**Run 1: metal 3**

Drawn at 10 px/um. Cells faint in the background.
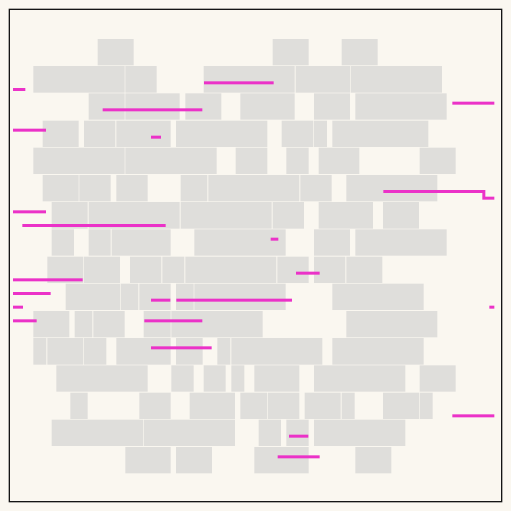
**Run 1: clock wiring as the flow saved it**

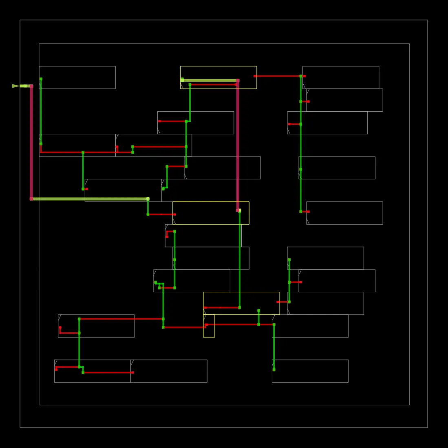
**Run 1: clock wires, drivers and flops**

Drawn at 8 px/um.
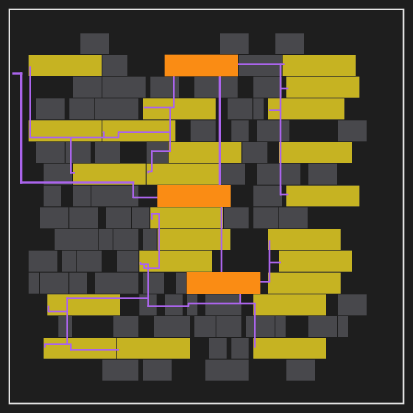
<file path="src/rtl/seq_serializer_if.sv">
// Parallel-word handshake and serial bit-stream bundle for seq_serializer.
interface seq_serializer_if #(
  parameter int WIDTH = 8
);
  logic [WIDTH-1:0] din;
  logic             din_valid;
  logic             din_ready;
  logic             x;
  logic             x_valid;
  logic             busy;
  logic             word_done;

  modport master (
    output din, din_valid,
    input  din_ready, x, x_valid, busy, word_done
  );

  modport slave (
    input  din, din_valid,
    output din_ready, x, x_valid, busy, word_done
  );
endinterface

</file>
<file path="src/rtl/seq_serializer.sv">
// Word-to-bit serializer with a one-entry holding buffer for gapless back-to-back words.
// Optional even-parity bit per word when SEQ_SERIALIZER_PARITY_EN is defined.
module seq_serializer #(
  parameter int WIDTH     = 8,
  parameter int MSB_FIRST = 1
) (
  input  logic            clk,
  input  logic            reset,
  seq_serializer_if.slave bus
);
  localparam int            CW       = $clog2(WIDTH);
  localparam logic [CW-1:0] LAST_IDX = CW'(WIDTH - 1);

`ifdef SEQ_SERIALIZER_PARITY_EN
  typedef enum logic [1:0] {IDLE, SHIFT, PAR} state_t;
`else
  typedef enum logic [1:0] {IDLE, SHIFT} state_t;
`endif

  state_t           state, state_n;
  logic [WIDTH-1:0] sreg, sreg_n;
  logic [WIDTH-1:0] hold, hold_n;
  logic [WIDTH-1:0] load_word;
  logic [CW-1:0]    cnt, cnt_n;
  logic             hold_full, hold_full_n;
  logic             load, accept, word_end;
  logic             x_r, x_n, xv_r, xv_n, wd_r, wd_n;
`ifdef SEQ_SERIALIZER_PARITY_EN
  logic             par_r, par_n;
`endif

  function automatic logic lead_bit(input logic [WIDTH-1:0] w);
    return (MSB_FIRST != 0) ? w[WIDTH-1] : w[0];
  endfunction

  function automatic logic [WIDTH-1:0] advance(input logic [WIDTH-1:0] w);
    return (MSB_FIRST != 0) ? {w[WIDTH-2:0], 1'b0} : {1'b0, w[WIDTH-1:1]};
  endfunction

  assign accept = bus.din_valid & ~hold_full;

  // Next-state: outputs are computed for the cycle after the edge, so x is a flop.
  always_comb begin
    state_n     = state;
    sreg_n      = sreg;
    cnt_n       = cnt;
    hold_n      = hold;
    hold_full_n = hold_full;
    load        = 1'b0;
    load_word   = bus.din;
    x_n         = 1'b1;
    xv_n        = 1'b0;
    wd_n        = 1'b0;
`ifdef SEQ_SERIALIZER_PARITY_EN
    par_n       = par_r;
    word_end    = (state == PAR);
`else
    word_end    = (state == SHIFT) && (cnt == LAST_IDX);
`endif
    case (state)
      IDLE: load = accept;
      default: begin
        if (word_end) begin
          // A waiting word (held, or arriving right now) starts with no idle gap.
          if (hold_full) begin
            load        = 1'b1;
            load_word   = hold;
            hold_full_n = 1'b0;
          end else if (accept) begin
            load = 1'b1;
          end else begin
            state_n = IDLE;
          end
        end else begin
          if (accept) begin
            hold_n      = bus.din;
            hold_full_n = 1'b1;
          end
          xv_n = 1'b1;
`ifdef SEQ_SERIALIZER_PARITY_EN
          if (cnt == LAST_IDX) begin
            state_n = PAR;
            x_n     = par_r;
            wd_n    = 1'b1;
          end else begin
            cnt_n  = cnt + CW'(1);
            sreg_n = advance(sreg);
            x_n    = lead_bit(sreg_n);
          end
`else
          cnt_n  = cnt + CW'(1);
          sreg_n = advance(sreg);
          x_n    = lead_bit(sreg_n);
          wd_n   = (cnt_n == LAST_IDX);
`endif
        end
      end
    endcase
    if (load) begin
      state_n = SHIFT;
      sreg_n  = load_word;
      cnt_n   = '0;
      x_n     = lead_bit(load_word);
      xv_n    = 1'b1;
`ifdef SEQ_SERIALIZER_PARITY_EN
      par_n   = ^load_word;
`endif
    end
  end

  always_ff @(posedge clk or posedge reset) begin
    if (reset) begin
      state     <= IDLE;
      sreg      <= '0;
      cnt       <= '0;
      hold      <= '0;
      hold_full <= 1'b0;
      x_r       <= 1'b1;
      xv_r      <= 1'b0;
      wd_r      <= 1'b0;
`ifdef SEQ_SERIALIZER_PARITY_EN
      par_r     <= 1'b0;
`endif
    end else begin
      state     <= state_n;
      sreg      <= sreg_n;
      cnt       <= cnt_n;
      hold      <= hold_n;
      hold_full <= hold_full_n;
      x_r       <= x_n;
      xv_r      <= xv_n;
      wd_r      <= wd_n;
`ifdef SEQ_SERIALIZER_PARITY_EN
      par_r     <= par_n;
`endif
    end
  end

  assign bus.din_ready = ~hold_full;
  assign bus.x         = x_r;
  assign bus.x_valid   = xv_r;
  assign bus.word_done = wd_r;
  assign bus.busy      = (state != IDLE) | hold_full;
endmodule

</file>
<file path="src/flat_wrapper.sv">
// flat-port wrapper written by rule: the top's interface ports become plain ports
module seq_serializer_flat 
#(
  parameter int WIDTH     = 8,
  parameter int MSB_FIRST = 1
)
  (clk, reset, bus_din, bus_din_valid, bus_din_ready, bus_x, bus_x_valid, bus_busy, bus_word_done);
  seq_serializer_if #(.WIDTH(WIDTH)) bus_i ();
  input  logic clk;
  input  logic reset;
  input wire logic [$bits(bus_i.din)-1:0] bus_din;
  input wire logic [$bits(bus_i.din_valid)-1:0] bus_din_valid;
  output wire logic [$bits(bus_i.din_ready)-1:0] bus_din_ready;
  output wire logic [$bits(bus_i.x)-1:0] bus_x;
  output wire logic [$bits(bus_i.x_valid)-1:0] bus_x_valid;
  output wire logic [$bits(bus_i.busy)-1:0] bus_busy;
  output wire logic [$bits(bus_i.word_done)-1:0] bus_word_done;
  assign bus_i.din = bus_din;
  assign bus_i.din_valid = bus_din_valid;
  assign bus_din_ready = bus_i.din_ready;
  assign bus_x = bus_i.x;
  assign bus_x_valid = bus_i.x_valid;
  assign bus_busy = bus_i.busy;
  assign bus_word_done = bus_i.word_done;
  seq_serializer #(.WIDTH(WIDTH), .MSB_FIRST(MSB_FIRST)) u_core (.clk(clk), .reset(reset), .bus(bus_i));
endmodule
</file>
<file path="config.mk">
export PLATFORM = sky130hd
export DESIGN_NAME = seq_serializer_flat
export DESIGN_NICKNAME = d
export VERILOG_FILES = /design/src/rtl/seq_serializer_if.sv /design/src/rtl/seq_serializer.sv /design/src/flat_wrapper.sv
export SDC_FILE = /design/constraint.sdc
export NUM_CORES = 1
export LEC_CHECK = 0
export ABC_CLOCK_PERIOD_IN_PS = 2800
export CAP_MARGIN = 20
export CORE_MARGIN = 2
export CORE_UTILIZATION = 56
export CTS_BUF_LIST = sky130_fd_sc_hd__clkbuf_16
export DETAILED_ROUTE_END_ITERATION = 7
export PLACE_DENSITY = 0.82
export SYNTH_ARGS = -nofsm -noshare
export SYNTH_HDL_FRONTEND = slang
export SYNTH_SLANG_ARGS = --single-unit
</file>
<file path="constraint.sdc">
create_clock -name clk -period 2.8 [get_ports clk]
set_input_delay 0.56 -clock clk [delete_from_list [all_inputs] [get_ports clk]]
set_output_delay 0.56 -clock clk [all_outputs]
set_load 0.01 [all_outputs]
</file>
==> metrics.yaml, run 1 <==
hold_end: "u_core.sreg[1]"
cts_tree: "done"
power_density_mw_per_mm2: 1030
syn_inst: 85
reg2reg_depth: 5
ctsHoldBuffers: 0
numPortBuffers: 15
yosysTopAreaCellShare_pct: 48.4
warnings: 27
cts_buffers: 3
startpoint_type: "flip-flop"
dpl.hpwl_um: 1460
clkSinkCount: 23
r2r_setup_slack_ps: 730
floorplan.core_util_pct: 58.6
fin_crit_sh_pct: 79.0
ys_types: 32
cts_max_level: 1
syn_nets: 99
outcome: "finished clean"
required_ps: 2240
globalplace.congestion: 0.757
ys.flops: 23
-- 'metal 3' (at the start) --
nets with wire on the layer: 17
wire length on this layer: 102 um
main direction: horizontal
via count: 748
Routed WL: 2170 um
grt met3 use: 4.29%

-- 'clock wiring as the flow saved it' (at the start) --
Late-Pin Clk Latency: 250 ps
clock buffers: 3

-- 'clock wires, drivers and flops' (at the start) --
legend:
  clock-net drivers:
    color: orange
    count: 3
  clock wires:
    color: purple
    length: 230 um
  flip-flops:
    color: yellow
    count: 23
flops lie: spread over the die
skew final: 1.23 ps
Clk. pwr: 0.295 mW
Clk pwr share: 21.2%

==> run 1: registers in the layout (all words and copies together) (netlist names) <==
name,count
u_core.bus.word_done,1
u_core.state,1
u_core.bus.x_valid,1
u_core.hold_full,1
u_core.sreg,7
u_core.cnt,3
u_core.bus.x,1
u_core.hold,8
==> run 1: per-layer routing <==
metal | track usage, % | share of wire [%] | up-vias
li1 | - | - | 343
met1 | 27.6 | 45 | 369
met2 | 28.4 | 46 | 25
met3 | 4.29 | 4.7 | 11
met4 | 13.8 | 3.8 | 0
met5 | 0 | 0 | -
==> run 1: cell type report <==
type	instances	area, sq um	share of cell area, %
Clock inverter	1	3.75	0.278
Clock buffer	3	75.1	5.56
Multi-Input combinational cell	51	483	35.7
Inverter	5	21.3	1.57
Tap cell	27	33.8	2.50
Timing Repair Buffer	16	158	11.7
Sequential cell	23	577	42.7
==> run 1: worst max-delay path, cell delays in order (launching register included) <==
cell	delay [ps]
dfrtp_1	550
or2_2	370
clkdlybuf4s50_1	480
==> run 1: cells in the final DEF, fill, tap and decap left out, drive strengths merged, types with 4 or more instances in the layout <==
master,instances
a31o,5
dfrtp,22
inv,6
a221o,6
and3,4
clkdlybuf4s50,15
and3b,5
mux2,8
==> run 1: worst max path at each step <==
| stage | startpoint | to | slack, ps | cells after the start |
|---|---|---|---|---|
| floorplan | u_core.cnt[1] | u_core.hold[0] | 1160 | 6 |
| global placement | bus_din_valid | u_core.hold[7] | 720 | 4 |
| detailed placement | bus_din_valid | u_core.hold[0] | 680 | 4 |
| CTS | u_core.state[0] | bus_busy | 600 | 2 |
| global route | u_core.state[0] | bus_busy | 540 | 2 |
| finish | u_core.state[0] | bus_busy | 590 | 2 |
==> run 1: per-stage QoR <==
stage / instances / cell area, sq um / util [%]
floorplan: 85 / 1140 / -
global placement: 122 / 1270 / 65.5
finish: 126 / 1350 / 69.6
detailed placement: 122 / 1270 / 65.5
global route: 126 / 1350 / 69.6
CTS: 126 / 1350 / 69.6
==> run 1: cell families (layout without fill, tap and decap cells) <==
logic type,after synthesis,count (layout),synth area share [%]
multiplexers,9,9,11.4
AND/OR/NAND/NOR,19,19,12.1
buffers and inverters,11,25,6.92
flip-flops,23,23,50.7
AND-OR/OR-AND,20,20,15.6
adder cells (fa/ha/maj),3,3,3.30
==> run 1: report_power, final <==
group	switching, mW	total [mW]	internal [mW]
Clock	0.105	0.295	0.190
Sequential	0.100	0.580	0.480
Combinational	0.222	0.519	0.297
--- run 2 (diff from run 1) ---
ABC_CLOCK_PERIOD_IN_PS = 2000   (was 2800)
CORE_UTILIZATION = 47   (was 56)
PLACE_DENSITY = 0.73   (was 0.82)
clock period = 2 ns   (was 2.8 ns; I/O delays follow)
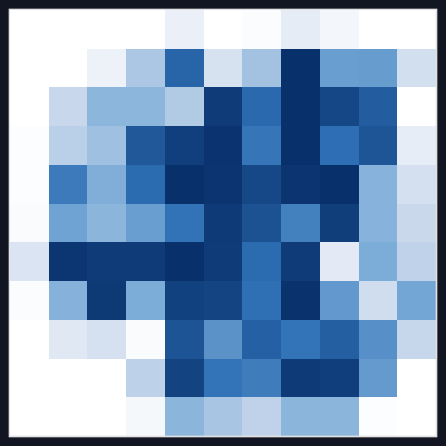
**Above:** run 2 (local utilization).
Drawn at 8 px/um. 11 x 11 tiles, from white (low) to dark blue (high), 0 to 100% covered.
nearly empty tiles: 20%
tiles over 75% full: 32%
mean over tiles: 48%
emptiest ninth of the die: bottom left
densest ninth of the die: middle

==> metrics.yaml, run 2 <==
finalWirelength_um: 2020
crit_family: "buffers and inverters"
crit_path_start: "u_core.hold_full"
yosysTopAreaCellShare_pct: 48.4
clk_latency_ps: 250
routed-wl-met2_um: 995
reg2reg_depth: 5
final_cell_mix: "22 x dfrtp_1, 15 x clkdlybuf4s50_1, 8 x mux2_4, 6 x a221o_1"
globalplace.congestion: 0.744
final_cell_area_sq_mm: 0.00138
ctsHoldBuffers: 0
layout_top_cell: "dfrtp_1"
outcome: "finished clean"
wirelength_met1_um: 918
numPortBuffers: 15
largest_reg_flops: 8
path_buffers: 1
wl_met3_um: 79
largest_register: "u_core.hold"
slowest_stage: "clkdlybuf4s50_1"
reg_top3: "u_core.hold x8, u_core.sreg x7, u_core.cnt x3"
power_density_mw_per_mm2: 1420
worst_path_largest_cell_delay_ps: 480
ys.flops: 23
topRoutingLayerUsed: "met4"
dpl.hpwl_um: 1410
[run 2: worst min-delay path: stages]
cell and delay [ps]:
clkdlybuf4s50_1 400, inv_1 50, buf_4 280
[run 2: kinds of logic after synthesis]
kind of cell / Yosys count / share of synthesized area [%]
AND-OR/OR-AND: 20 / 15.6
adder cells (fa/ha/maj): 3 / 3.30
buffers and inverters: 11 / 6.92
flip-flops: 23 / 50.7
multiplexers: 9 / 11.4
AND/OR/NAND/NOR: 19 / 12.1
[run 2: per-layer routing]
metal  up-vias  track usage, %
li1        346               -
met1       367            22.8
met2        18            27.2
met3         4            3.39
met4         0            7.69
met5         -               0
[run 2: worst paths after layout]
| kind | to | slack (ps) |
|---|---|---|
| min in group clk | u_core.hold[5] | 510 |
| worst min register to register | u_core.hold[5] | 510 |
| worst max-delay path | bus_busy | 130 |
| worst min-delay path | u_core.hold[3] | 490 |
| max in group asynchronous | u_core.bus.x | 1230 |
| worst max register to register | u_core.sreg[2] | 230 |
[run 2: cell type report]
type	count	area, sq um
well taps	28	35.0
clock buffers	3	75.1
multi-input cells	51	483
clock inverters	1	3.75
fillers	186	872
flip-flops and latches	23	577
inverters	5	21.3
repair buffers	20	188
[run 2: report_power, final]
group          switching, mW  internal (mW)  leakage (nW)  total (mW)
logic                  0.317          0.441         0.325       0.758
registers              0.114          0.672         0.279       0.786
clock network          0.151          0.266        0.0423       0.418
total                  0.582           1.38         0.646        1.96
[run 2: stage by stage]
stage,hold slack (ps),power (mW),utilization (%),std cells,setup slack [ps]
2_1_floorplan,401,1.36,-,85,363
3_3_place_gp,487,1.52,57.8,127,233
3_5_place_dp,484,1.55,57.8,127,196
4_1_cts,508,1.97,61.3,131,119
5_1_grt,521,2.09,61.3,131,66.7
6_report,492,1.96,61.3,131,129
--- run 3 (diff from run 2) ---
CORE_UTILIZATION = 40   (was 47)
PLACE_DENSITY = unset   (was 0.73)
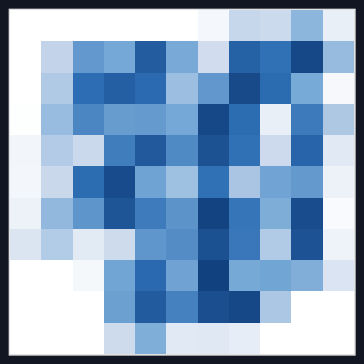
**Above:** run 3 (local utilization).
Drawn at 6 px/um. 11 x 11 tiles, from white (low) to dark blue (high), 0 to 100% covered.
emptiest ninth of the die: bottom left
fullest tile: 93%
tiles over 75% full: 21%
nearly empty tiles: 18%
densest ninth of the die: middle

==> metrics.yaml, run 3 <==
reg_top3: "u_core.hold x8, u_core.sreg x7, u_core.cnt x3"
clk_latency_ps: 260
ctsHoldBuffers: 0
place_area_sq_mm: 0.00131
skew_ps: 4.65
final.fill_count: 249
io_pins: 16
numPortBuffers: 15
startpoint_type: "flip-flop"
floorplan.core_util_pct: 41.6
reg2reg_depth: 5
cts_buffers: 3
outcome: "finished clean"
rr_endpoint: "u_core.sreg[3]"
syn_nets: 99
power_density_mw_per_mm2: 1430
ys_types: 32
pre_cts_ws_ps: 198
cts_root_buffer: "clkbuf_16"
syn_inst: 85
r2r_setup_slack_ps: 250
crit_path_start: "u_core.hold_full"
cts_max_level: 1
finalWirelength_um: 2160
largest_register: "u_core.hold"
vias: 750
largest_reg_flops: 8
cts_tree: "done"
final_cell_area_sq_mm: 0.00139
max-cap-violations: 0
globalplace.congestion: 0.686
yosysTopAreaCellShare_pct: 48.4
holdWs_ps: 483
layout_top_cell: "dfrtp_1"
ys.flops: 23
dpl.hpwl_um: 1440
required_ps: 1600
## run 3: cell count changes in the layout (fill, tap and decap cells not counted)
cell and change:
clkinv_2 +1, inv_1 -1
## run 3: worst max path at each step
stage / to / slack (ps) / depth (start not counted)
after floorplan: u_core.hold[0] / 360 / 6
after global placement: u_core.sreg[0] / 220 / 5
after detailed placement: u_core.sreg[1] / 200 / 5
after CTS: bus_busy / 120 / 2
after global routing: bus_busy / 90 / 2
final: bus_busy / 130 / 2
## run 3: through the flow
stage / utilization (%) / power (mW)
2_1_floorplan: - / 1.36
3_3_place_gp: 47.8 / 1.53
3_5_place_dp: 47.8 / 1.55
4_1_cts: 50.8 / 2.00
5_1_grt: 50.8 / 2.11
6_report: 50.8 / 1.99
## run 3: cells by family (layout without fill, tap and decap cells)
logic type | after synthesis | count (layout) | share of synthesized area [%]
buffers and inverters | 11 | 29 | 6.92
AND/OR/NAND/NOR | 19 | 19 | 12.1
flip-flops | 23 | 23 | 50.7
AND-OR/OR-AND | 20 | 20 | 15.6
multiplexers | 9 | 9 | 11.4
adder cells (fa/ha/maj) | 3 | 3 | 3.30
## run 3: cell type report
class	count	area (sq um)	area share, %
Clock inverter	1	5.00	0.361
Sequential cell	23	577	41.6
Clock buffer	3	75.1	5.41
Multi-Input combinational cell	51	483	34.8
Inverter	5	21.3	1.53
Timing Repair Buffer	20	188	13.5
Tap cell	31	38.8	2.80
## run 3: metal layers
layer	share of wire [%]	vias up	track usage, %
li1	-	347	-
met1	46	383	19.0
met2	49	16	26.6
met3	3.8	4	2.72
met4	1.1	0	4.98
met5	0	-	0
## run 3: where the power goes
group	internal, mW	switching [mW]	total (mW)
Combinational	0.441	0.317	0.758
Clock	0.269	0.172	0.441
Sequential	0.672	0.115	0.787
## run 3: critical path, cell delays in order, from the launching register on
cell,delay (ps)
dfrtp_1,440
or2_2,300
clkdlybuf4s50_1,480

==> layout pictures side by side <==
Metal 1.
(a)
Drawn at 4 px/um. Supply wires on this layer in gray.
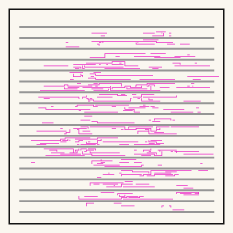
(b)
Drawn at 4 px/um. Supply wires on this layer in gray.
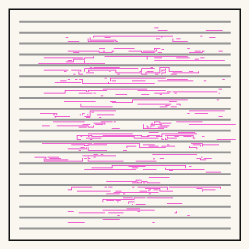
(c)
Drawn at 6 px/um. Supply wires on this layer in gray.
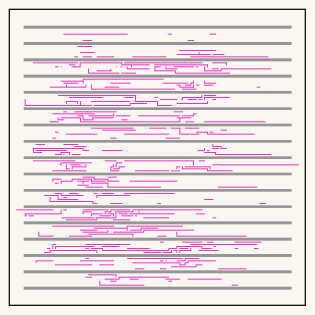
The one with the smallest die is (c).
The one with the largest die is (b).
(b) comes from run 3.
(a) comes from run 2.
(c) comes from run 1.

Power is estimated from default activity; no workload was simulated.
